Floorplan with the power grid:
Drawn at 3 px/um. Pins as bars on the die edge.
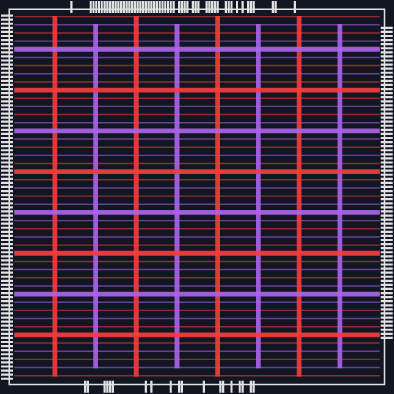
Local utilization:
Drawn at 3 px/um. The die is cut into 12 by 12 equal tiles; black is low, pale yellow is high, 0 to 100% covered.
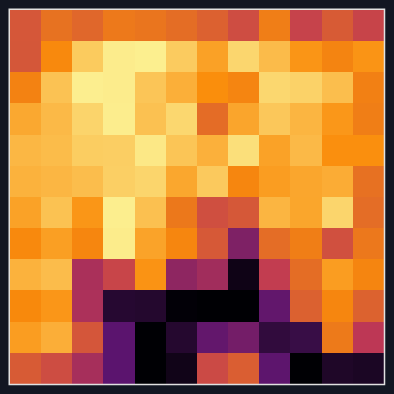
Met2 routing:
Drawn at 3 px/um.
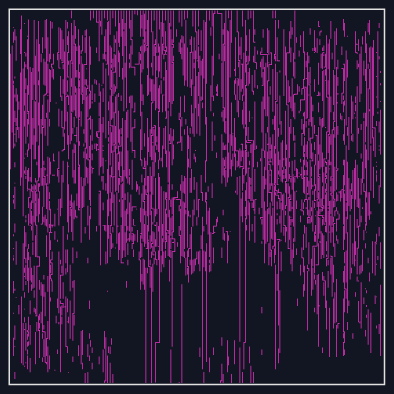
===== src/rtl/sram_arbiter_pkg.sv =====
// Shared memory-op codes, arbiter state encoding and byte-lane helpers for
// the base SRAM arbiter and anything else that speaks MEM_* ops.
package sram_arbiter_pkg;

  localparam logic [3:0] MEM_NOP = 4'd0;
  localparam logic [3:0] MEM_LW  = 4'd1;
  localparam logic [3:0] MEM_LH  = 4'd2;
  localparam logic [3:0] MEM_LHU = 4'd3;
  localparam logic [3:0] MEM_LB  = 4'd4;
  localparam logic [3:0] MEM_LBU = 4'd5;
  localparam logic [3:0] MEM_SW  = 4'd6;
  localparam logic [3:0] MEM_SH  = 4'd7;
  localparam logic [3:0] MEM_SB  = 4'd8;

  // Active-low lane enables: bit n low enables byte lane n.
  localparam logic [3:0] BE_ALL     = 4'b0000;
  localparam logic [3:0] BE_LO_HALF = 4'b1100;
  localparam logic [3:0] BE_HI_HALF = 4'b0011;
  localparam logic [3:0] BE_NONE    = 4'b1111;

  typedef enum logic [2:0] {
    ST_IDLE,
    ST_RD,
    ST_WR_SETUP,
    ST_WR_PULSE,
    ST_WR_HOLD,
    ST_DONE
  } arb_state_e;

  function automatic logic is_load(input logic [3:0] op);
    return op inside {MEM_LW, MEM_LH, MEM_LHU, MEM_LB, MEM_LBU};
  endfunction

  function automatic logic is_store(input logic [3:0] op);
    return op inside {MEM_SW, MEM_SH, MEM_SB};
  endfunction

  function automatic logic is_data_op(input logic [3:0] op);
    return is_load(op) | is_store(op);
  endfunction

  function automatic logic [3:0] store_be(input logic [3:0] op, input logic [1:0] bytes);
    case (op)
      MEM_SH:  return bytes[1] ? BE_HI_HALF : BE_LO_HALF;
      MEM_SB:  return ~(4'b0001 << bytes);
      default: return BE_ALL;
    endcase
  endfunction

  // Narrow stores are replicated so the enabled lane always carries the data.
  function automatic logic [31:0] store_data(input logic [3:0] op, input logic [31:0] wdata);
    case (op)
      MEM_SH:  return {2{wdata[15:0]}};
      MEM_SB:  return {4{wdata[7:0]}};
      default: return wdata;
    endcase
  endfunction

endpackage


===== src/rtl/sram_arbiter_if.sv =====
// Pipeline-side fetch/data ports and board SRAM pins of the arbiter.
interface sram_arbiter_if #(parameter int ADDR_W = 20);
  logic              inst_req;
  logic [ADDR_W-1:0] inst_addr;
  logic [31:0]       inst_rdata;
  logic              inst_done;
  logic              inst_stall;

  logic [3:0]        data_op;
  logic [ADDR_W-1:0] data_addr;
  logic [1:0]        data_bytes;
  logic [31:0]       data_wdata;
  logic [31:0]       data_rdata;
  logic              data_done;
  logic              data_stall;

  logic [ADDR_W-1:0] sram_addr;
  logic [31:0]       sram_dq_o;
  logic [31:0]       sram_dq_i;
  logic              sram_dq_oe;
  logic              sram_ce_n;
  logic              sram_oe_n;
  logic              sram_we_n;
  logic [3:0]        sram_be_n;

  modport slave (
    input  inst_req, inst_addr, data_op, data_addr, data_bytes, data_wdata, sram_dq_i,
    output inst_rdata, inst_done, inst_stall, data_rdata, data_done, data_stall,
           sram_addr, sram_dq_o, sram_dq_oe, sram_ce_n, sram_oe_n, sram_we_n, sram_be_n
  );

  modport master (
    output inst_req, inst_addr, data_op, data_addr, data_bytes, data_wdata, sram_dq_i,
    input  inst_rdata, inst_done, inst_stall, data_rdata, data_done, data_stall,
           sram_addr, sram_dq_o, sram_dq_oe, sram_ce_n, sram_oe_n, sram_we_n, sram_be_n
  );
endinterface


===== src/rtl/sram_arbiter_load_extend.sv =====
// Load lane select and sign/zero extension keyed on MEM_* op and byte offset;
// purely combinational so other load paths can reuse it.
module load_extend
  import sram_arbiter_pkg::*;
(
  input  logic [3:0]  i_op,
  input  logic [1:0]  i_bytes,
  input  logic [31:0] i_word,
  output logic [31:0] o_data
);

  logic [7:0]  w_lane [4];
  logic [7:0]  w_byte;
  logic [15:0] w_half;

  genvar gi;
  generate
    for (gi = 0; gi < 4; gi++) begin : g_lane
      assign w_lane[gi] = i_word[8*gi +: 8];
    end
  endgenerate

  assign w_byte = w_lane[i_bytes];
  assign w_half = i_bytes[1] ? i_word[31:16] : i_word[15:0];

  always_comb begin
    o_data = i_word;
    case (i_op)
      MEM_LB:  o_data = {{24{w_byte[7]}}, w_byte};
      MEM_LBU: o_data = {24'h0, w_byte};
      MEM_LH:  o_data = {{16{w_half[15]}}, w_half};
      MEM_LHU: o_data = {16'h0, w_half};
      default: o_data = i_word;
    endcase
  end

endmodule


===== src/rtl/sram_arbiter.sv =====
// Shares the base SRAM between instruction fetch and data accesses, with
// data priority bounded by a fetch starvation limit and fully registered pins.
module sram_arbiter
  import sram_arbiter_pkg::*;
#(
  parameter int ADDR_W     = 20,
  parameter int READ_WAIT  = 1,
  parameter int WE_PULSE   = 2,
  parameter int STARVE_MAX = 2
)
(
  input  logic            clk,
  input  logic            rst,
  sram_arbiter_if.slave   bus
);

  arb_state_e        r_state, w_state_next;
  logic [2:0]        r_cnt, w_cnt_next;
  logic [3:0]        r_starve, w_starve_next;
  logic              r_owner_data, w_owner_data_next;
  logic [3:0]        r_op, w_op_next;
  logic [1:0]        r_bytes, w_bytes_next;
  logic [ADDR_W-1:0] r_addr, w_addr_next;
  logic [31:0]       r_dq_o, w_dq_o_next;
  logic              r_dq_oe, w_dq_oe_next;
  logic              r_ce_n, w_ce_n_next;
  logic              r_oe_n, w_oe_n_next;
  logic              r_we_n, w_we_n_next;
  logic [3:0]        r_be_n, w_be_n_next;
  logic [31:0]       r_inst_rdata, w_inst_rdata_next;
  logic [31:0]       r_data_rdata, w_data_rdata_next;
  logic              r_inst_done, w_inst_done_next;
  logic              r_data_done, w_data_done_next;

  logic              w_data_req;
  logic              w_grant_inst;
  logic              w_grant_data;
  logic [31:0]       w_load_word;

  assign w_data_req   = is_data_op(bus.data_op);
  assign w_grant_inst = (r_state == ST_IDLE) && bus.inst_req &&
                        (!w_data_req || (r_starve == 4'(STARVE_MAX)));
  assign w_grant_data = (r_state == ST_IDLE) && w_data_req && !w_grant_inst;

  load_extend u_load_extend (
    .i_op    (r_op),
    .i_bytes (r_bytes),
    .i_word  (bus.sram_dq_i),
    .o_data  (w_load_word)
  );

  always_ff @(posedge clk or negedge rst) begin
    if (!rst) begin
      r_state      <= ST_IDLE;
      r_cnt        <= '0;
      r_starve     <= '0;
      r_owner_data <= 1'b0;
      r_op         <= MEM_NOP;
      r_bytes      <= '0;
      r_addr       <= '0;
      r_dq_o       <= '0;
      r_dq_oe      <= 1'b0;
      r_ce_n       <= 1'b1;
      r_oe_n       <= 1'b1;
      r_we_n       <= 1'b1;
      r_be_n       <= BE_NONE;
      r_inst_rdata <= '0;
      r_data_rdata <= '0;
      r_inst_done  <= 1'b0;
      r_data_done  <= 1'b0;
    end else begin
      r_state      <= w_state_next;
      r_cnt        <= w_cnt_next;
      r_starve     <= w_starve_next;
      r_owner_data <= w_owner_data_next;
      r_op         <= w_op_next;
      r_bytes      <= w_bytes_next;
      r_addr       <= w_addr_next;
      r_dq_o       <= w_dq_o_next;
      r_dq_oe      <= w_dq_oe_next;
      r_ce_n       <= w_ce_n_next;
      r_oe_n       <= w_oe_n_next;
      r_we_n       <= w_we_n_next;
      r_be_n       <= w_be_n_next;
      r_inst_rdata <= w_inst_rdata_next;
      r_data_rdata <= w_data_rdata_next;
      r_inst_done  <= w_inst_done_next;
      r_data_done  <= w_data_done_next;
    end
  end

  // Starvation only accumulates while a fetch is actually waiting.
  always_comb begin
    w_starve_next = r_starve;
    if (!bus.inst_req || w_grant_inst) begin
      w_starve_next = '0;
    end else if (w_grant_data) begin
      w_starve_next = r_starve + 4'd1;
    end
  end

  always_comb begin
    w_state_next      = r_state;
    w_cnt_next        = r_cnt;
    w_owner_data_next = r_owner_data;
    w_op_next         = r_op;
    w_bytes_next      = r_bytes;
    w_addr_next       = r_addr;
    w_dq_o_next       = r_dq_o;
    w_dq_oe_next      = r_dq_oe;
    w_ce_n_next       = r_ce_n;
    w_oe_n_next       = r_oe_n;
    w_we_n_next       = r_we_n;
    w_be_n_next       = r_be_n;
    w_inst_rdata_next = r_inst_rdata;
    w_data_rdata_next = r_data_rdata;
    w_inst_done_next  = 1'b0;
    w_data_done_next  = 1'b0;

    case (r_state)
      ST_IDLE: begin
        if (w_grant_inst) begin
          w_state_next      = ST_RD;
          w_owner_data_next = 1'b0;
          w_op_next         = MEM_LW;
          w_bytes_next      = 2'b00;
          w_addr_next       = bus.inst_addr;
          w_cnt_next        = '0;
          w_ce_n_next       = 1'b0;
          w_oe_n_next       = 1'b0;
          w_be_n_next       = BE_ALL;
        end else if (w_grant_data) begin
          w_owner_data_next = 1'b1;
          w_op_next         = bus.data_op;
          w_bytes_next      = bus.data_bytes;
          w_addr_next       = bus.data_addr;
          w_cnt_next        = '0;
          w_ce_n_next       = 1'b0;
          if (is_store(bus.data_op)) begin
            w_state_next = ST_WR_SETUP;
            w_dq_oe_next = 1'b1;
            w_we_n_next  = 1'b1;
            w_be_n_next  = store_be(bus.data_op, bus.data_bytes);
            w_dq_o_next  = store_data(bus.data_op, bus.data_wdata);
          end else begin
            w_state_next = ST_RD;
            w_oe_n_next  = 1'b0;
            w_be_n_next  = BE_ALL;
          end
        end
      end

      ST_RD: begin
        if (r_cnt == 3'(READ_WAIT)) begin
          w_state_next = ST_DONE;
          w_ce_n_next  = 1'b1;
          w_oe_n_next  = 1'b1;
          w_be_n_next  = BE_NONE;
          if (r_owner_data) begin
            w_data_rdata_next = w_load_word;
            w_data_done_next  = 1'b1;
          end else begin
            w_inst_rdata_next = bus.sram_dq_i;
            w_inst_done_next  = 1'b1;
          end
        end else begin
          w_cnt_next = r_cnt + 3'd1;
        end
      end

      ST_WR_SETUP: begin
        w_state_next = ST_WR_PULSE;
        w_we_n_next  = 1'b0;
        w_cnt_next   = '0;
      end

      ST_WR_PULSE: begin
        if (r_cnt == 3'(WE_PULSE - 1)) begin
          w_state_next = ST_WR_HOLD;
          w_we_n_next  = 1'b1;
        end else begin
          w_cnt_next = r_cnt + 3'd1;
        end
      end

      // Data stays driven through the hold cycle to cover SRAM data-hold time.
      ST_WR_HOLD: begin
        w_state_next     = ST_DONE;
        w_ce_n_next      = 1'b1;
        w_dq_oe_next     = 1'b0;
        w_be_n_next      = BE_NONE;
        w_data_done_next = 1'b1;
      end

      ST_DONE: begin
        w_state_next = ST_IDLE;
      end

      default: begin
        w_state_next = ST_IDLE;
      end
    endcase
  end

  assign bus.inst_rdata = r_inst_rdata;
  assign bus.inst_done  = r_inst_done;
  assign bus.inst_stall = bus.inst_req & ~r_inst_done;
  assign bus.data_rdata = r_data_rdata;
  assign bus.data_done  = r_data_done;
  assign bus.data_stall = w_data_req & ~r_data_done;
  assign bus.sram_addr  = r_addr;
  assign bus.sram_dq_o  = r_dq_o;
  assign bus.sram_dq_oe = r_dq_oe;
  assign bus.sram_ce_n  = r_ce_n;
  assign bus.sram_oe_n  = r_oe_n;
  assign bus.sram_we_n  = r_we_n;
  assign bus.sram_be_n  = r_be_n;

endmodule


===== src/flat_wrapper.sv =====
// flat-port wrapper written by rule: the top's interface ports become plain ports
module sram_arbiter_flat import sram_arbiter_pkg::*;
#(
  parameter int ADDR_W     = 20,
  parameter int READ_WAIT  = 1,
  parameter int WE_PULSE   = 2,
  parameter int STARVE_MAX = 2
)
  (clk, rst, bus_inst_req, bus_inst_addr, bus_data_op, bus_data_addr, bus_data_bytes, bus_data_wdata, bus_sram_dq_i, bus_inst_rdata, bus_inst_done, bus_inst_stall, bus_data_rdata, bus_data_done, bus_data_stall, bus_sram_addr, bus_sram_dq_o, bus_sram_dq_oe, bus_sram_ce_n, bus_sram_oe_n, bus_sram_we_n, bus_sram_be_n);
  sram_arbiter_if #(.ADDR_W(ADDR_W)) bus_i ();
  input  logic clk;
  input  logic rst;
  input wire logic [$bits(bus_i.inst_req)-1:0] bus_inst_req;
  input wire logic [$bits(bus_i.inst_addr)-1:0] bus_inst_addr;
  input wire logic [$bits(bus_i.data_op)-1:0] bus_data_op;
  input wire logic [$bits(bus_i.data_addr)-1:0] bus_data_addr;
  input wire logic [$bits(bus_i.data_bytes)-1:0] bus_data_bytes;
  input wire logic [$bits(bus_i.data_wdata)-1:0] bus_data_wdata;
  input wire logic [$bits(bus_i.sram_dq_i)-1:0] bus_sram_dq_i;
  output wire logic [$bits(bus_i.inst_rdata)-1:0] bus_inst_rdata;
  output wire logic [$bits(bus_i.inst_done)-1:0] bus_inst_done;
  output wire logic [$bits(bus_i.inst_stall)-1:0] bus_inst_stall;
  output wire logic [$bits(bus_i.data_rdata)-1:0] bus_data_rdata;
  output wire logic [$bits(bus_i.data_done)-1:0] bus_data_done;
  output wire logic [$bits(bus_i.data_stall)-1:0] bus_data_stall;
  output wire logic [$bits(bus_i.sram_addr)-1:0] bus_sram_addr;
  output wire logic [$bits(bus_i.sram_dq_o)-1:0] bus_sram_dq_o;
  output wire logic [$bits(bus_i.sram_dq_oe)-1:0] bus_sram_dq_oe;
  output wire logic [$bits(bus_i.sram_ce_n)-1:0] bus_sram_ce_n;
  output wire logic [$bits(bus_i.sram_oe_n)-1:0] bus_sram_oe_n;
  output wire logic [$bits(bus_i.sram_we_n)-1:0] bus_sram_we_n;
  output wire logic [$bits(bus_i.sram_be_n)-1:0] bus_sram_be_n;
  assign bus_i.inst_req = bus_inst_req;
  assign bus_i.inst_addr = bus_inst_addr;
  assign bus_i.data_op = bus_data_op;
  assign bus_i.data_addr = bus_data_addr;
  assign bus_i.data_bytes = bus_data_bytes;
  assign bus_i.data_wdata = bus_data_wdata;
  assign bus_i.sram_dq_i = bus_sram_dq_i;
  assign bus_inst_rdata = bus_i.inst_rdata;
  assign bus_inst_done = bus_i.inst_done;
  assign bus_inst_stall = bus_i.inst_stall;
  assign bus_data_rdata = bus_i.data_rdata;
  assign bus_data_done = bus_i.data_done;
  assign bus_data_stall = bus_i.data_stall;
  assign bus_sram_addr = bus_i.sram_addr;
  assign bus_sram_dq_o = bus_i.sram_dq_o;
  assign bus_sram_dq_oe = bus_i.sram_dq_oe;
  assign bus_sram_ce_n = bus_i.sram_ce_n;
  assign bus_sram_oe_n = bus_i.sram_oe_n;
  assign bus_sram_we_n = bus_i.sram_we_n;
  assign bus_sram_be_n = bus_i.sram_be_n;
  sram_arbiter #(.ADDR_W(ADDR_W), .READ_WAIT(READ_WAIT), .WE_PULSE(WE_PULSE), .STARVE_MAX(STARVE_MAX)) u_core (.clk(clk), .rst(rst), .bus(bus_i));
endmodule

===== config.mk =====
export PLATFORM = sky130hd
export DESIGN_NAME = sram_arbiter_flat
export DESIGN_NICKNAME = d
export VERILOG_FILES = /design/src/rtl/sram_arbiter_pkg.sv /design/src/rtl/sram_arbiter_if.sv /design/src/rtl/sram_arbiter_load_extend.sv /design/src/rtl/sram_arbiter.sv /design/src/flat_wrapper.sv
export SDC_FILE = /design/constraint.sdc
export NUM_CORES = 1
export LEC_CHECK = 0
export CAP_MARGIN = 20
export CORE_UTILIZATION = 46
export DETAILED_ROUTE_END_ITERATION = 7
export PLACE_DENSITY = 0.92
export SETUP_SLACK_MARGIN = 0.02
export SYNTH_ARGS = -nofsm -noshare
export SYNTH_HDL_FRONTEND = slang
export SYNTH_SLANG_ARGS = --single-unit

===== constraint.sdc =====
create_clock -name clk -period 2.37 [get_ports clk]
set_input_delay 0.474 -clock clk [delete_from_list [all_inputs] [get_ports clk]]
set_output_delay 0.474 -clock clk [all_outputs]
set_load 0.05 [all_outputs]

==> impl_metrics.tcl <==
# flow metrics
set metrics [dict create \
    stdcell_count 1094 \
    seq_area_sq_um 3590 \
    power_top_consumer "combinational cells" \
    syn_to_final_growth_pct 51.0 \
    logic_area_sq_um 2970 \
    gr-max-usage-layer "met2" \
    setup-violations-final 0 \
    cts_sinks 143 \
    critical_path_class "primary input to output port" \
    slew_headroom_pct 62.3 \
    cts_buffers 17 \
    xor_share_pct 0 \
    vias_per_cell 5.73 \
    clkCellAreaFrac_pct 5.86 \
    grt_overflow 0 \
    rows 44 \
    die_w_um 125 \
    postLayoutCoreUtil_pct 71.6 \
    clockPowerShare_pct 16.5 \
    synth_area_sq_um 6920 \
    post_cts_buffers 0 \
    sh_seq_area_pct 34.4 \
    ys_sh_mux_pct 14.7 \
    fmax_mhz 436 \
    grt_pass1_wl_mm 34.7 \
    wl_mm 22.0 \
    worst_pin_slew_ns 0.561 \
    setup_tns_ns 0 \
    post-route-period-util_pct 96.7 \
    met3_wirelength_mm 1.77 \
    cp_slowest_cell "clkdlybuf4s50_1" \
    place_area_sq_um 9800 \
    dieArea_sq_um 15500 \
    crit_path_frequent_cell "buf_4" \
    powerClk_mw 2.79 \
    seq_cell_power_mw 4.55 \
    lay_top_count "clkdlybuf4s50_1" \
    powerDensity_nw_per_um2 1620 \
    cp.arrival_ns 1.82 \
    met2_usage_pct 50.0 \
    slew_viol_final 0 \
    fin_crit_ns 2.29 \
    initial_utilization_pct 47.4 \
    design.seq.count 143 \
    ys.flops 143 \
    tool_warnings 28 \
    buffers 290 \
    common_cells "136 x dfrtp_1, 53 x mux2_2, 50 x inv_1" \
    critPathTopFamily "buffers and inverters" \
    async_reset_ff_share_pct 100 \
    largest_area_cell "dfrtp_1" \
    track_usage_pct 28.8 \
    outcome "finished, final reports clean" \
    seqPwrFrac_pct 26.9 \
    setup_ws_ns 0.0781 \
    flop_cell "dfrtp_1" \
    clk_latency_ns 0.42 \
    largest_class "flip-flops and latches" \
    syn-mean-instance-area_sq_um 11.0 \
    syn_inst 630 \
    p_sw_mw 7.98 \
    dr_wl_met2_mm 11.1 \
    floorplan.nets 747 \
    wire_per_inst_um 20.1 \
    ys_sh_adder_pct 0.724 \
    clkTransAtPathRegs_ns 0.06 \
    edf_count 0 \
    yosysMostFrequentCell "dfrtp_1" \
    ios 241 \
    drive_above_1_share_pct 19.2 \
    gp_congestion 0.912 \
    preCtsSetupSlack_ns -0.479 \
    hpwl_mm 15.4 \
    wl_met1_mm 8.66 \
    clk_path_buf_depth 2 \
    taps 184 \
    top_logic_kind "AND-OR/OR-AND gates" \
    path_cells "clkdlybuf4s50_1 -> buf_4 -> nor4_4 -> buf_4 -> nor3_2 -> buf_4" \
    multiInputCombCellCount 395 \
    comb_share_pct 28.4 \
    crit_required_ns 1.90 \
    rsz0062_at_grt "false" \
    start_kind "primary input" \
    ant_nets 0 \
    yosys_area_sq_um 6920 \
    hold_buffers 1 \
    nFillCells 962 \
    drc 0 \
    die.size.y_um 125 \
    powerComb_mw 9.60 \
    hold_class "flop to flop" \
    path_max_fanout 4 \
    grt_start_max_net_pins 58 \
    highest_layer "met4" \
    mostFrequentLayoutCells "236 x clkdlybuf4s50_1, 136 x dfrtp_1, 53 x mux2_2" \
    pwr-share-comb_pct 56.7 \
    ir_drop_mv 1.04 \
    coreArea_sq_um 14600 \
    post_cts_resized 3 \
    final_hold_viol_count 0 \
    yosysWarnings 0 \
    p_total_mw 16.9 \
    inverters 50 \
    root_buffer "clkbuf_16" \
    antenna_found_initial 0 \
    firstDrtPassIters 5 \
    clock_skew_ns 0.00951 \
    cp_num_buf_inv 4 \
]
Back to the opening pictures, 'floorplan with the power grid':
Key: VDD = purple; VSS = red
241 signal pins sit on the boundary. 45 met1 rails follow the rows. 8 straps on met4. The core has 44 rows. 8 straps on met5.

Back to the opening pictures, 'local utilization':
The fullest tile reaches 97%. 4.2% of the tiles are nearly empty. The emptiest ninth of the die: bottom middle. The mean over all tiles is 66%. 47% of the tiles are over 75% full.

Back to the opening pictures, 'met2 routing':
The wires run mostly vertical. The layer holds 51% of the routed length. 921 nets have wire on it.

final timing paths:
kind                                                   endpoint  slack [ns]  cells after the start                            startpoint
max                                              bus_data_stall        0.08                      6                        bus_data_op[0]
min                        u_core.bus.data_rdata[6]$_DFFE_PN0P_        0.50                      1  u_core.bus.data_rdata[6]$_DFFE_PN0P_
max reg2reg                u_core.bus.sram_dq_o[30]$_DFFE_PN0P_        0.15                      8        u_core.r_starve[0]$_DFFE_PN0P_
min reg2reg                u_core.bus.data_rdata[6]$_DFFE_PN0P_        0.50                      1  u_core.bus.data_rdata[6]$_DFFE_PN0P_
max in group asynchronous   u_core.bus.sram_addr[7]$_DFFE_PN0P_        1.08                      3                                   rst
min in group asynchronous  u_core.bus.inst_rdata[8]$_DFFE_PN0P_        0.57                      2                                   rst
Power and IR drop assume default switching activity.
